File: config.mk
export PLATFORM = sky130hd
export DESIGN_NAME = sram_port_arbiter
export DESIGN_NICKNAME = d
export VERILOG_FILES = /design/src/rtl/sram_port_arbiter_pkg.sv /design/src/rtl/sram_port_arbiter_rr_arb2.sv /design/src/rtl/sram_port_arbiter.sv
export SDC_FILE = /design/constraint.sdc
export NUM_CORES = 1
export LEC_CHECK = 0
export CAP_MARGIN = 10
export CORE_AREA = 2 2 159 161
export DETAILED_ROUTE_END_ITERATION = 8
export DIE_AREA = 0 0 161 163
export MAX_ROUTING_LAYER = met4
export PLACE_DENSITY_LB_ADDON = 0.15
export SYNTH_ARGS = -nofsm -noshare
export SYNTH_HDL_FRONTEND = slang
export SYNTH_HIERARCHICAL = 1
export SYNTH_SLANG_ARGS = --single-unit
File: constraint.sdc
create_clock -name aclk -period 12.7 [get_ports aclk]
set_clock_uncertainty 0.15 [all_clocks]
set_input_delay 1.27 -clock aclk [delete_from_list [all_inputs] [get_ports aclk]]
set_output_delay 1.27 -clock aclk [all_outputs]
set_load 0.01 [all_outputs]
File: src/rtl/sram_port_arbiter_pkg.sv
// Shared constants and types for the two-requester SRAM port arbiter.
package sram_port_arbiter_pkg;

    localparam int unsigned SPA_BUS_WIDTH  = 32;
    localparam int unsigned SPA_DATA_WIDTH = 32;
    localparam int unsigned SPA_LOCK_MAX   = 16;

    // Identifies one of the two requesters (pointer side, lock owner).
    typedef enum logic {
        OwnP0 = 1'b0,
        OwnP1 = 1'b1
    } owner_e;

    function automatic owner_e other_owner(owner_e o);
        return (o == OwnP0) ? OwnP1 : OwnP0;
    endfunction

endpackage

File: src/rtl/sram_port_arbiter_rr_arb2.sv
// Two-way round-robin arbiter with burst lock and a forced handover after LOCK_MAX
// consecutive locked grants. The winner is exposed before the stall qualifier so the
// parent can veto a grant without disturbing pointer, owner or counter.
module sram_port_arbiter_rr_arb2
    import sram_port_arbiter_pkg::*;
#(
    parameter int unsigned LOCK_MAX = SPA_LOCK_MAX
) (
    input  logic       clk_i,
    input  logic       rst_ni,
    input  logic [1:0] req_i,
    input  logic [1:0] lock_i,
    input  logic       stall_i,
    output logic [1:0] win_o,
    output logic [1:0] gnt_o
);

    localparam int unsigned     CntW    = $clog2(LOCK_MAX + 1);
    // A locked grant taken while the counter sits here is the LOCK_MAX-th one.
    localparam logic [CntW-1:0] CntLast = CntW'(LOCK_MAX - 1);
    localparam logic [CntW-1:0] CntSat  = {CntW{1'b1}};

    owner_e          ptr_q, ptr_d;
    owner_e          owner_q, owner_d;
    logic            owner_vld_q, owner_vld_d;
    logic [CntW-1:0] cnt_q, cnt_d;
    owner_e          gidx;
    logic            glock;

    // Pick the candidate: lock owner only, else the sole requester, else the pointer side.
    always_comb begin
        win_o = 2'b00;
        if (owner_vld_q) begin
            if (owner_q == OwnP1) begin
                win_o[1] = req_i[1];
            end else begin
                win_o[0] = req_i[0];
            end
        end else if (req_i == 2'b11) begin
            win_o = (ptr_q == OwnP1) ? 2'b10 : 2'b01;
        end else begin
            win_o = req_i;
        end
        gnt_o = stall_i ? 2'b00 : win_o;
    end

    // Pointer, lock owner and counter move only on a real (non-stalled) grant.
    always_comb begin
        gidx        = gnt_o[1] ? OwnP1 : OwnP0;
        glock       = gnt_o[1] ? lock_i[1] : lock_i[0];
        ptr_d       = ptr_q;
        owner_d     = owner_q;
        owner_vld_d = owner_vld_q;
        cnt_d       = cnt_q;
        if (|gnt_o) begin
            if (glock && (cnt_q < CntLast)) begin
                owner_vld_d = 1'b1;
                owner_d     = gidx;
                cnt_d       = (cnt_q == CntSat) ? cnt_q : cnt_q + CntW'(1);
            end else begin
                // Burst end or forced handover: drop the lock and favour the other side.
                owner_vld_d = 1'b0;
                cnt_d       = '0;
                ptr_d       = other_owner(gidx);
            end
        end
    end

    // Arbitration state registers.
    always_ff @(posedge clk_i or negedge rst_ni) begin
        if (!rst_ni) begin
            ptr_q       <= OwnP0;
            owner_q     <= OwnP0;
            owner_vld_q <= 1'b0;
            cnt_q       <= '0;
        end else begin
            ptr_q       <= ptr_d;
            owner_q     <= owner_d;
            owner_vld_q <= owner_vld_d;
            cnt_q       <= cnt_d;
        end
    end

endmodule

File: src/rtl/sram_port_arbiter.sv
// Shares a simple-dual-port SRAM between two requesters. Read and write ports are
// arbitrated independently; a read hitting the word being written this cycle waits one
// cycle so it returns the new data. Read data is steered back via a registered owner tag.
module sram_port_arbiter
    import sram_port_arbiter_pkg::*;
#(
    parameter int unsigned BUS_WIDTH  = SPA_BUS_WIDTH,
    parameter int unsigned DATA_WIDTH = SPA_DATA_WIDTH,
    parameter int unsigned LOCK_MAX   = SPA_LOCK_MAX
) (
    input  logic                    aclk,
    input  logic                    aresetn,
    input  logic                    p0_ren,
    input  logic [BUS_WIDTH-1:0]    p0_raddr,
    input  logic                    p0_rlock,
    output logic                    p0_rgnt,
    output logic [DATA_WIDTH-1:0]   p0_rdata,
    output logic                    p0_rvalid,
    input  logic [DATA_WIDTH/8-1:0] p0_wen,
    input  logic [BUS_WIDTH-1:0]    p0_waddr,
    input  logic [DATA_WIDTH-1:0]   p0_wdata,
    input  logic                    p0_wlock,
    output logic                    p0_wgnt,
    input  logic                    p1_ren,
    input  logic [BUS_WIDTH-1:0]    p1_raddr,
    input  logic                    p1_rlock,
    output logic                    p1_rgnt,
    output logic [DATA_WIDTH-1:0]   p1_rdata,
    output logic                    p1_rvalid,
    input  logic [DATA_WIDTH/8-1:0] p1_wen,
    input  logic [BUS_WIDTH-1:0]    p1_waddr,
    input  logic [DATA_WIDTH-1:0]   p1_wdata,
    input  logic                    p1_wlock,
    output logic                    p1_wgnt,
    output logic [BUS_WIDTH-1:0]    ram_raddr,
    output logic                    ram_ren,
    input  logic [DATA_WIDTH-1:0]   ram_rdata,
    output logic [BUS_WIDTH-1:0]    ram_waddr,
    output logic [DATA_WIDTH-1:0]   ram_wdata,
    output logic [DATA_WIDTH/8-1:0] ram_wen
);

    logic [1:0]           rreq, rlock, rwin, rgnt;
    logic [1:0]           wreq, wlock, wwin, wgnt;
    logic [BUS_WIDTH-3:0] rwin_word, wwin_word;
    logic                 collide;
    logic [1:0]           rvalid_q;

    // Request decode; a write request is any set byte strobe.
    always_comb begin
        rreq  = {p1_ren, p0_ren};
        rlock = {p1_rlock, p0_rlock};
        wreq  = {|p1_wen, |p0_wen};
        wlock = {p1_wlock, p0_wlock};
    end

    // Same-word compare between read winner and write winner (the write port never stalls).
    always_comb begin
        rwin_word = rwin[1] ? p1_raddr[BUS_WIDTH-1:2] : p0_raddr[BUS_WIDTH-1:2];
        wwin_word = wwin[1] ? p1_waddr[BUS_WIDTH-1:2] : p0_waddr[BUS_WIDTH-1:2];
        collide   = (|rwin) && (|wwin) && (rwin_word == wwin_word);
    end

    sram_port_arbiter_rr_arb2 #(
        .LOCK_MAX(LOCK_MAX)
    ) u_rd_arb (
        .clk_i  (aclk),
        .rst_ni (aresetn),
        .req_i  (rreq),
        .lock_i (rlock),
        .stall_i(collide),
        .win_o  (rwin),
        .gnt_o  (rgnt)
    );

    sram_port_arbiter_rr_arb2 #(
        .LOCK_MAX(LOCK_MAX)
    ) u_wr_arb (
        .clk_i  (aclk),
        .rst_ni (aresetn),
        .req_i  (wreq),
        .lock_i (wlock),
        .stall_i(1'b0),
        .win_o  (wwin),
        .gnt_o  (wgnt)
    );

    // SRAM-side muxes; idle ports drive zero.
    always_comb begin
        ram_ren   = |rgnt;
        ram_raddr = '0;
        ram_waddr = '0;
        ram_wdata = '0;
        ram_wen   = '0;
        if (rgnt[1]) begin
            ram_raddr = p1_raddr;
        end else if (rgnt[0]) begin
            ram_raddr = p0_raddr;
        end
        if (wgnt[1]) begin
            ram_waddr = p1_waddr;
            ram_wdata = p1_wdata;
            ram_wen   = p1_wen;
        end else if (wgnt[0]) begin
            ram_waddr = p0_waddr;
            ram_wdata = p0_wdata;
            ram_wen   = p0_wen;
        end
    end

    // Requester-side outputs; read data is shared and qualified by each rvalid.
    always_comb begin
        p0_rgnt   = rgnt[0];
        p1_rgnt   = rgnt[1];
        p0_wgnt   = wgnt[0];
        p1_wgnt   = wgnt[1];
        p0_rvalid = rvalid_q[0];
        p1_rvalid = rvalid_q[1];
        p0_rdata  = ram_rdata;
        p1_rdata  = ram_rdata;
    end

    // Owner tag of the read issued this cycle; reset discards an in-flight read.
    always_ff @(posedge aclk or negedge aresetn) begin
        if (!aresetn) begin
            rvalid_q <= 2'b00;
        end else begin
            rvalid_q <= rgnt;
        end
    end

endmodule

==> flow_summary.yaml <==
# implementation run metrics
setup_path:
  crit_start: "p0_wen[2]"
  crit_arrival_ps: 6860
  crit_cells: 15
  crit_path_end_kind: "output pin"
  crit_path_end: "ram_raddr[31]"
  worstPathRequired_ps: 11280
  critical_path_class: "primary input to output pin"
final_layout:
  fin_cells: 968
  areaGrowthSynthToFinish_pct: 83.1
  fin_area_mm2: 0.00656
  comb_area_mm2: 0.00242
  n_fill_cell: 2667
  largestRegisters: "u_rd_arb/cnt_q: 5 flops, u_wr_arb/cnt_q: 5 flops, rvalid_q: 2 flops"
  mostFrequentLayoutCells: "clkdlybuf4s50_1, a22o_1, mux2i_1"
min_path:
  min_from: "u_wr_arb/cnt_q[3]"
global_route:
  grt_max_degree: 76
  antenna_found_initial: 0
  grt_pass1_vias: 4250
detailed_routing:
  drt.antenna.violating_nets: 0
  detail_route.iter0.violations: 161
  drc: 0
  wirelength_um: 20000
  num_vias: 4071
synthesis:
  top_area_frac: 0.240
  synth_area_leader_cell: "a22o_1"
  async_flop_share: 1.00
  synth.area.top_cells: "a22o_1, mux2i_1, buf_4"
  synth_area_per_cell_um2: 8.63
  ys_seq_elements: 18
die:
  rows: 58
  io_pins: 411
sta:
  whs_ps: 369
  fin_crit_sh: 0.652
  hold_viol: 0
  tightestPinTransition_ps: 1050
  drv_slew: 0
status:
  status: "finished clean"
clocking:
  clkSinkCount: 18
  clockBufferDepth: 2
  clkLatencyLatePin_ps: 240
placed_design:
  portBuffers: 314
  hpwl_um: 16800
  dp_slack_ps: 4370
  placed_cells: 965
power:
  sequentialPowerShare: 0.101
  pwr_density_cell_mw_per_mm2: 135
-- synth_stat cells (all sizes together), types with 4 or more instances --
| master | instances |
|---|---|
| clkbuf | 17 |
| buf | 81 |
| nor2 | 6 |
| o21ai | 4 |
| xor2 | 19 |
| nand2 | 16 |
| inv | 12 |
| a21oi | 10 |
| xnor2 | 11 |
| mux2i | 64 |
| dfrtp | 18 |
| a22o | 98 |
| nand4 | 4 |
| ha | 4 |
| and3 | 4 |
| o22ai | 5 |
| nor4 | 6 |
-- cell families (layout without fill, tap and decap cells) --
family                     count (synthesis)  after routing  synth area share
AOI/OAI and AO/OA                        129            129             0.300
xor gates and xnor gates                  30             30            0.0733
adders and majority gates                  4              4            0.0140
buffers and inverters                    110            331             0.205
DFF                                       18             18             0.126
muxes                                     66             66             0.187
other                                      1              3           0.00105
and+or+nand+nor                           57             57            0.0936
-- per-layer routing --
layer	up-vias	GRT usage	part of all wire
met1	1895	0.158	0.39
met4	0	0.0292	0.014
met2	194	0.271	0.53
li1	1946	-	-
met5	-	-	0
met3	36	0.0262	0.061
-- power groups by stage --
stage | logic (mW) | clock network [mW] | registers, mW
floorplan | 0.421 | 0 | 0.0863
global placement | 0.743 | 0 | 0.0898
detailed placement | 0.750 | 0 | 0.0908
CTS | 0.752 | 0.0632 | 0.0898
global route | 0.788 | 0.0649 | 0.0925
finish | 0.735 | 0.0606 | 0.0896
-- layout make-up --
| type | count | share of cell area |
|---|---|---|
| Multi-Input combinational cell | 289 | 0.369 |
| Clock buffer | 3 | 0.0114 |
| Tap cell | 330 | 0.0630 |
| Timing Repair Buffer | 316 | 0.481 |
| Sequential cell | 18 | 0.0687 |
| Inverter | 12 | 0.00687 |
Fig. 1: placement by cell class
Drawn at 3 px/µm. Fill, decap, tap and diode cells in grey.
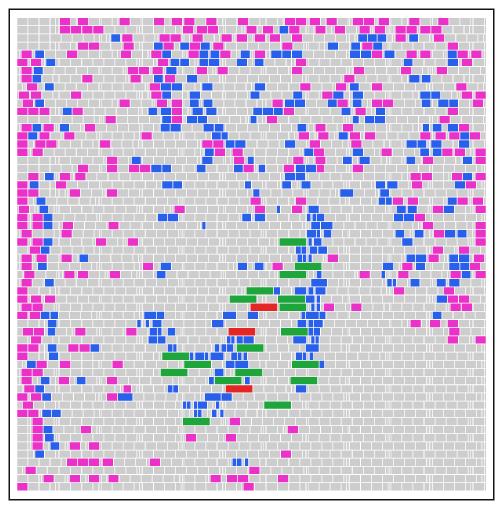
Key: magenta = other buffers and delay cells [cells 316, share of their area 51%]; green = flip-flops [cells 18, share of their area 7.3%]; red = cells driving clock nets [cells 3, share of their area 1.2%]; blue = all other logic [cells 301, share of their area 40%]

Fig. 2: floorplan with the power grid
Drawn at 2 px/µm. Pins as bars on the die edge.
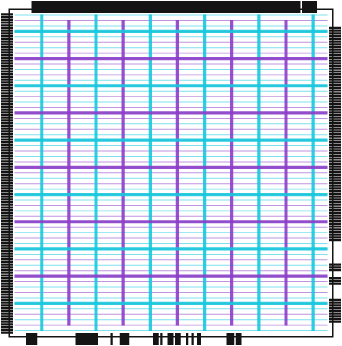
Key: purple = VDD; cyan = VSS
411 signal pins sit on the boundary. The core has 58 rows. 11 straps on met5. 11 straps on met4. 59 met1 rails follow the rows.

Power figures rest on the tool's default switching activity, not on a simulated workload.
